File: src/rtl/irq_controller.sv
// irq_controller: machine timer (mtime/mtimecmp) plus NUM_EXT edge-triggered
// external lines, fixed-priority arbitration and a request/ack/complete FSM
// driving a single interrupt request. Memory-mapped register window.
// Optional build macro: IRQ_CTRL_SYNC_EN adds a two-flop synchronizer per
// ext_irq line ahead of edge detection.
module irq_controller #(
  parameter int unsigned NUM_EXT  = 4,
  parameter int unsigned PRESCALE = 1
) (
  input  logic               clk,
  input  logic               rst,
  input  logic [NUM_EXT-1:0] ext_irq,
  input  logic [4:0]         bus_addr,
  input  logic [31:0]        bus_wdata,
  input  logic               bus_we,
  input  logic               bus_re,
  output logic [31:0]        bus_rdata,
  input  logic               int_ack,
  input  logic               int_complete,
  output logic               interrupt,
  output logic [3:0]         int_id
);

  localparam int unsigned PW = (PRESCALE > 1) ? $clog2(PRESCALE) : 1;
  localparam int unsigned NS = NUM_EXT + 1;

  localparam logic [1:0] S_IDLE    = 2'd0;
  localparam logic [1:0] S_REQ     = 2'd1;
  localparam logic [1:0] S_SERVICE = 2'd2;

  logic [63:0]        mtime_q, mtime_d;
  logic [63:0]        mtimecmp_q, mtimecmp_d;
  logic [PW-1:0]      presc_q, presc_d;
  logic               tpend_q, tpend_d;
  logic [NUM_EXT-1:0] epend_q, epend_d;
  logic [NUM_EXT:0]   enable_q, enable_d;
  logic [3:0]         claim_q, claim_d;
  logic [1:0]         state_q, state_d;
  logic               interrupt_q, interrupt_d;
  logic [3:0]         int_id_q, int_id_d;
  logic [31:0]        rdata_q, rdata_d;
  logic [NUM_EXT-1:0] hist_q, hist_d;
  logic [NUM_EXT-1:0] ext_src;

  logic [2:0]         waddr;
  logic [NS-1:0]      masked;
  logic               req;
  logic [3:0]         best;
  logic [NUM_EXT-1:0] w1c_mask;
  logic [NUM_EXT-1:0] claim_clr;
  logic [NUM_EXT-1:0] ext_edge;
  logic               unused_addr;

  assign waddr       = bus_addr[4:2];
  assign unused_addr = ^bus_addr[1:0];

`ifdef IRQ_CTRL_SYNC_EN
  logic [NUM_EXT-1:0] sync1_q, sync2_q;

  // Two-flop synchronizer for asynchronous external lines
  always_ff @(posedge clk or posedge rst) begin
    if (rst) begin
      sync1_q <= '0;
      sync2_q <= '0;
    end else begin
      sync1_q <= ext_irq;
      sync2_q <= sync1_q;
    end
  end

  assign ext_src = sync2_q;
`else
  assign ext_src = ext_irq;
`endif

  // Pending/enable masking and lowest-id-wins arbitration
  always_comb begin
    masked = {epend_q, tpend_q} & enable_q;
    req    = |masked;
    best   = 4'd0;
    for (int i = int'(NS) - 1; i >= 0; i--) begin
      if (masked[i]) best = 4'(i);
    end
  end

  // Next-state logic: timer, pending, registers, FSM, outputs and read data
  always_comb begin
    mtime_d     = mtime_q;
    mtimecmp_d  = mtimecmp_q;
    presc_d     = presc_q;
    enable_d    = enable_q;
    claim_d     = claim_q;
    state_d     = state_q;
    rdata_d     = rdata_q;
    w1c_mask    = '0;
    claim_clr   = '0;
    ext_edge    = ext_src & ~hist_q;
    hist_d      = ext_src;
    tpend_d     = (mtime_q >= mtimecmp_q);

    // A software write to mtime overrides this cycle's increment
    if (bus_we && (waddr == 3'd0)) begin
      mtime_d[31:0] = bus_wdata;
      presc_d       = '0;
    end else if (bus_we && (waddr == 3'd1)) begin
      mtime_d[63:32] = bus_wdata;
      presc_d        = '0;
    end else if (presc_q == PW'(PRESCALE - 1)) begin
      presc_d = '0;
      mtime_d = mtime_q + 64'd1;
    end else begin
      presc_d = presc_q + PW'(1);
    end

    if (bus_we) begin
      case (waddr)
        3'd2:    mtimecmp_d[31:0]  = bus_wdata;
        3'd3:    mtimecmp_d[63:32] = bus_wdata;
        3'd4:    w1c_mask          = bus_wdata[NUM_EXT:1];
        3'd5:    enable_d          = bus_wdata[NUM_EXT:0];
        default: ;
      endcase
    end

    case (state_q)
      S_IDLE: begin
        if (req) state_d = S_REQ;
      end
      S_REQ: begin
        if (!req) begin
          state_d = S_IDLE;
        end else if (int_ack) begin
          claim_d = best;
          state_d = S_SERVICE;
          if (best != 4'd0) claim_clr = NUM_EXT'(1) << (best - 4'd1);
        end
      end
      S_SERVICE: begin
        if (int_complete) state_d = S_IDLE;
      end
      default: state_d = S_IDLE;
    endcase

    // A new edge beats a simultaneous clear
    epend_d = (epend_q & ~w1c_mask & ~claim_clr) | ext_edge;

    interrupt_d = (state_d == S_REQ);
    if (state_d == S_REQ)          int_id_d = best;
    else if (state_d == S_SERVICE) int_id_d = claim_d;
    else                           int_id_d = 4'd0;

    // Reads sample pre-write values
    if (bus_re) begin
      case (waddr)
        3'd0:    rdata_d = mtime_q[31:0];
        3'd1:    rdata_d = mtime_q[63:32];
        3'd2:    rdata_d = mtimecmp_q[31:0];
        3'd3:    rdata_d = mtimecmp_q[63:32];
        3'd4:    rdata_d = 32'({epend_q, tpend_q});
        3'd5:    rdata_d = 32'(enable_q);
        3'd6:    rdata_d = 32'(claim_q);
        default: rdata_d = 32'd0;
      endcase
    end
  end

  // State register
  always_ff @(posedge clk or posedge rst) begin
    if (rst) begin
      mtime_q     <= '0;
      mtimecmp_q  <= '1;
      presc_q     <= '0;
      tpend_q     <= 1'b0;
      epend_q     <= '0;
      enable_q    <= '0;
      claim_q     <= 4'd0;
      state_q     <= S_IDLE;
      interrupt_q <= 1'b0;
      int_id_q    <= 4'd0;
      rdata_q     <= 32'd0;
      hist_q      <= '0;
    end else begin
      mtime_q     <= mtime_d;
      mtimecmp_q  <= mtimecmp_d;
      presc_q     <= presc_d;
      tpend_q     <= tpend_d;
      epend_q     <= epend_d;
      enable_q    <= enable_d;
      claim_q     <= claim_d;
      state_q     <= state_d;
      interrupt_q <= interrupt_d;
      int_id_q    <= int_id_d;
      rdata_q     <= rdata_d;
      hist_q      <= hist_d;
    end
  end

  assign bus_rdata = rdata_q;
  assign interrupt = interrupt_q;
  assign int_id    = int_id_q;

endmodule

File: config.mk
export PLATFORM = sky130hd
export DESIGN_NAME = irq_controller
export DESIGN_NICKNAME = d
export VERILOG_FILES = /design/src/rtl/irq_controller.sv
export SDC_FILE = /design/constraint.sdc
export NUM_CORES = 1
export LEC_CHECK = 0
export ABC_AREA = 1
export CAP_MARGIN = 20
export CORE_MARGIN = 2
export CORE_UTILIZATION = 60
export CTS_CLUSTER_DIAMETER = 40
export DETAILED_ROUTE_END_ITERATION = 12
export PLACE_DENSITY = 0.77
export RECOVER_POWER = 50
export SETUP_SLACK_MARGIN = 0.3
export SYNTH_ARGS = -nofsm -noshare
export SYNTH_HDL_FRONTEND = slang
export SYNTH_SLANG_ARGS = --single-unit
File: constraint.sdc
create_clock -name clk -period 6.9 [get_ports clk]
set_input_delay 0.69 -clock clk [delete_from_list [all_inputs] [get_ports clk]]
set_output_delay 0.69 -clock clk [all_outputs]
set_load 0.02 [all_outputs]
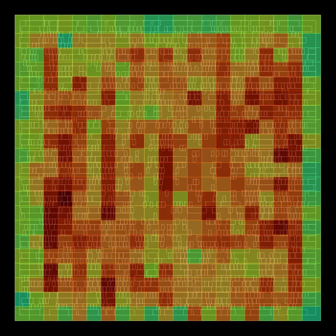
(congestion heat map)
routing usage on met2: 61.5%
GR Util met3: 6.09%
Core Util, Final: 68.9%
Tot GR Track Use: 37.8%
met1 Usage GRT: 50.6%

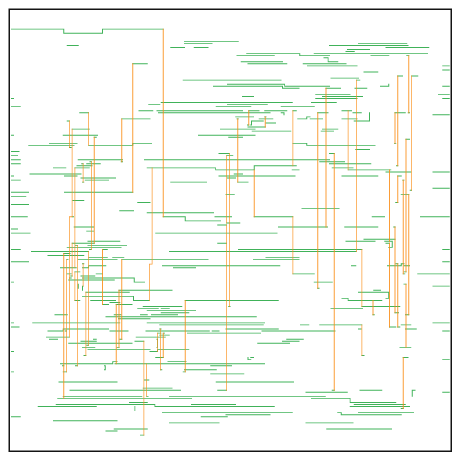
(wiring by layer)
Drawn at 3 px/µm. Two of the layers only.
M3 -> green  # wire length 3,370 µm
M4 -> orange  # wire length 1,610 µm

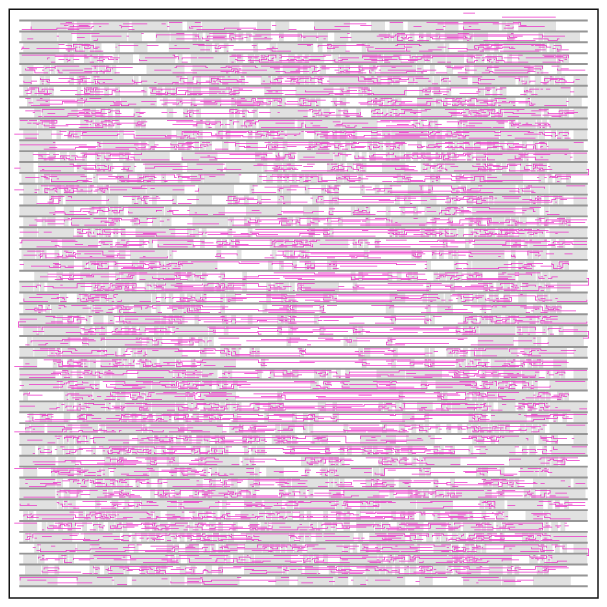
(M1 wires)
Drawn at 4 px/µm. Supply wires on this layer in grey.
wire length on this layer = 16,300 µm
share of all routed wire = 41%
longest straight run = 51.1 µm
main direction = horizontal
nets with wire on the layer = 1,800

==> flow_summary_export.csv <==
group,metric,value,unit
cts,cts_buffers,17,
die,coreArea,20100,µm²
power,swShare,41.0,%
worst_hold_path,min_delay_path_depth,1,
status,violations,"max-capacitance violations, max-slew violations",
synthesis,synth_top_area_share,24.7,%
power,pwr-share-clk,25.6,%
final_layout,area_dominant_class,"multi-input combinational cells",
final_layout,clkCellAreaFrac,4.36,%
die,n_tap_cell,270,
power,ir_worst_vdd,0.176,mV
timing,fmax,238,MHz
timing,max-slew-margin-rel,-95.1,%
global_routing,overflow,0,
synthesis,xor_area_share,0.644,%
critical_path,timing.rr.start,"mtime_q[33]",
synthesis,yosysChipArea,12200,µm²
critical_path,crit_chain,"dlygate4sd3_1, inv_8, clkbuf_1",
synthesis,logic_family,"simple AND/OR/NAND/NOR gates",
synthesis,syn-cell-area,12200,µm²
critical_path,slowest_delay,2120,ps
synthesis,yosysWarnings,0,
critical_path,worst_setup_path_start_kind,"input port",
synthesis,top_cells_by_count,"nand2_1, inv_1, o21ai_0",
critical_path,cp.required,6800,ps
final_layout,buffer_area_share,6.66,%
critical_path,cp-endpoint,"mtime_q[19]",
power,pg_clk,1.03,mW
routing,drt-met1-wl,16300,µm
power,seqPwrFrac,40.8,%
place,globalplace.congestion,1.02,
final_layout,nClkBuffers,18,
synthesis,muxShareOfSynthArea,0,%
final_layout,nFlopsAndLatches,185,
global_routing,grt_max_degree,132,
timing,hold_viol,0,
power,power_leader,"registers",
power,p_per_area,291,nW/µm²
cts,cts_tree,"yes",
critical_path,critPathArrivalTime,4100,ps
global_routing,first_global_vias,11800,
global_routing,busiest_layer,"met2",
die,die_h,147,µm
power,p_total,4.03,mW
critical_path,r2r_setup_slack,4430,ps
place,dp_hpwl,29400,µm
critical_path,crit_path_end_kind,"asynchronous set/reset pin",
synthesis,synth_top_cell_by_count,"nand2_1",
place,pre_cts_ws,2690,ps
cts,clock_latency,450,ps
critical_path,startpoint,"rst",
final_layout,fillCellCount,1694,
worst_hold_path,min_path_type,"flop to flop",
synthesis,fa_ha_area_share,6.85,%
synthesis,syn_avg_cell_area,6.93,µm²
place,dp.cells,2067,
final_layout,antenna_cells,0,
final_layout,logic_area,6360,µm²
routing,ant_nets,0,
synthesis,async_reset_ff_share,100,%
routing,met2_length,18700,µm
synthesis,yosysSeqAreaShare,38.5,%
synthesis,synth_nets,1880,
timing,finalSetupViolCount,0,
cts,cts_post_setup_buffers_inserted,0,
cts,ctsHoldBuffers,0,
timing,finalCriticalPeriod,4200,ps
critical_path,r2r_end,"mtime_q[55]",
final_layout,comb_share,45.9,%
synthesis,ff_type,"dfrtp_1",
cts,clockBufferDepth,2,
power,power.leakage,6.79,nW
power,p_comb_share,33.6,%
routing,via_per_inst,5.90,
timing,grt_setup_unrepaired,"no",
critical_path,r2r_cells,9,
final_layout,area_growth,13.3,%
synthesis,simple_gate_area_share,29.1,%
worst_hold_path,hp-start,"hist_q[3]",
final_layout,inv_count,244,
power,pg_comb,1.35,mW
timing,slew_viol_final,56,
timing,period_used_share,60.8,%
global_routing,grt_pass1_wl,63500,µm
job,maxCapViolations,1,
power,p_int,2.38,mW
status,status,"finished with violations",
die,die_w,147,µm
global_routing,grt_antenna_before_repair,0,
routing,firstDrtPassIters,6,
synthesis,synth_cells,1766,
synthesis,ys_ff,185,
job,warnings,30,
synthesis,area_leaders,"dfrtp_1, nand2_1, dfstp_2",
timing,tns,0,ps
synthesis,yosys.area.top_type,"dfrtp_1",
routing,met3_length,3370,µm
critical_path,critical_path.top_delay_family,"buffers and inverters",
die,pin_count,84,
timing,worst_slack,2700,ps
final_layout,fin_area,13900,µm²
critical_path,path_class,"input port to asynchronous set/reset pin",
final_layout,multi_input_comb_cells,1278,
critical_path,slowest_stage,"clkbuf_1",
routing,routed.top_layer,"met4",
die,initCoreUtil,60.9,%
die,die_area,21500,µm²
timing,holdWs,441,ps
routing,routedWlPerCell,19.0,µm
final_layout,drive_above_1_share,7.65,%
synthesis,synth_cell_types,42,
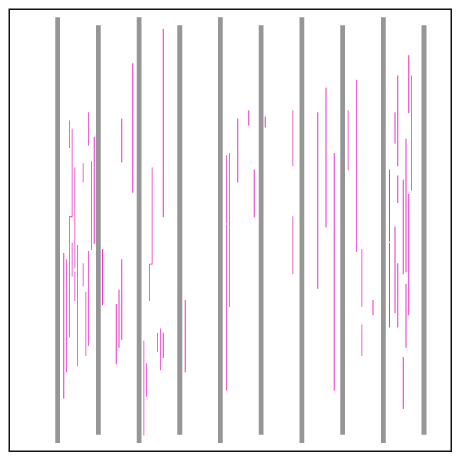
(M4 wires)
Drawn at 3 px/µm. Supply wires on this layer in grey.
main direction = vertical
wire length on this layer = 1,610 µm
routed wire length: 40,000 µm
vias post-DR: 12,400

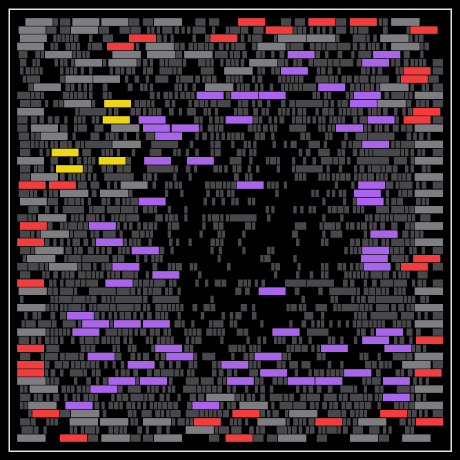
(register map, names as in the netlist)
Drawn at 3 px/µm.
`enable_q` -> yellow  # flops 5
`bus_rdata` -> red  # flops 32, where spread over the die
`mtime_q` -> purple  # flops 64, where spread over the die
not coloured = 84
Flop area: 4710 µm²
flop share of the area: 34.0%
Seq power: 1.65 mW

state kept, by name, indices dropped and copies added, names as in the netlist:
name / count
bus_rdata: 32
epend_q: 4
interrupt: 1
claim_q: 4
int_id: 4
enable_q: 5
state_q: 2
mtime_q: 64
tpend_q: 1
mtimecmp_q: 64
hist_q: 4
cell usage in the layout, fill, tap and decap left out, drive strengths merged, types with 2 or more instances in the layout:
master         Yosys  routed
nand2            562     562
inv              244     251
o21ai            222     222
nor2             161     161
dfrtp            121     121
nand3             76      76
ha                67      67
dfstp             64      64
a21oi             63      63
o22ai             47      47
dlygate4sd3        0      45
clkdlybuf4s50      0      36
nand4             27      27
clkbuf            36      19
nor3              17      17
buf               23      10
xor2               7       7
o2111ai            5       5
and2               5       5
clkinv             0       5
o221ai             3       3
o21a               3       3
a31oi              2       2
xnor2              2       2
Power is estimated from default activity; no workload was simulated.
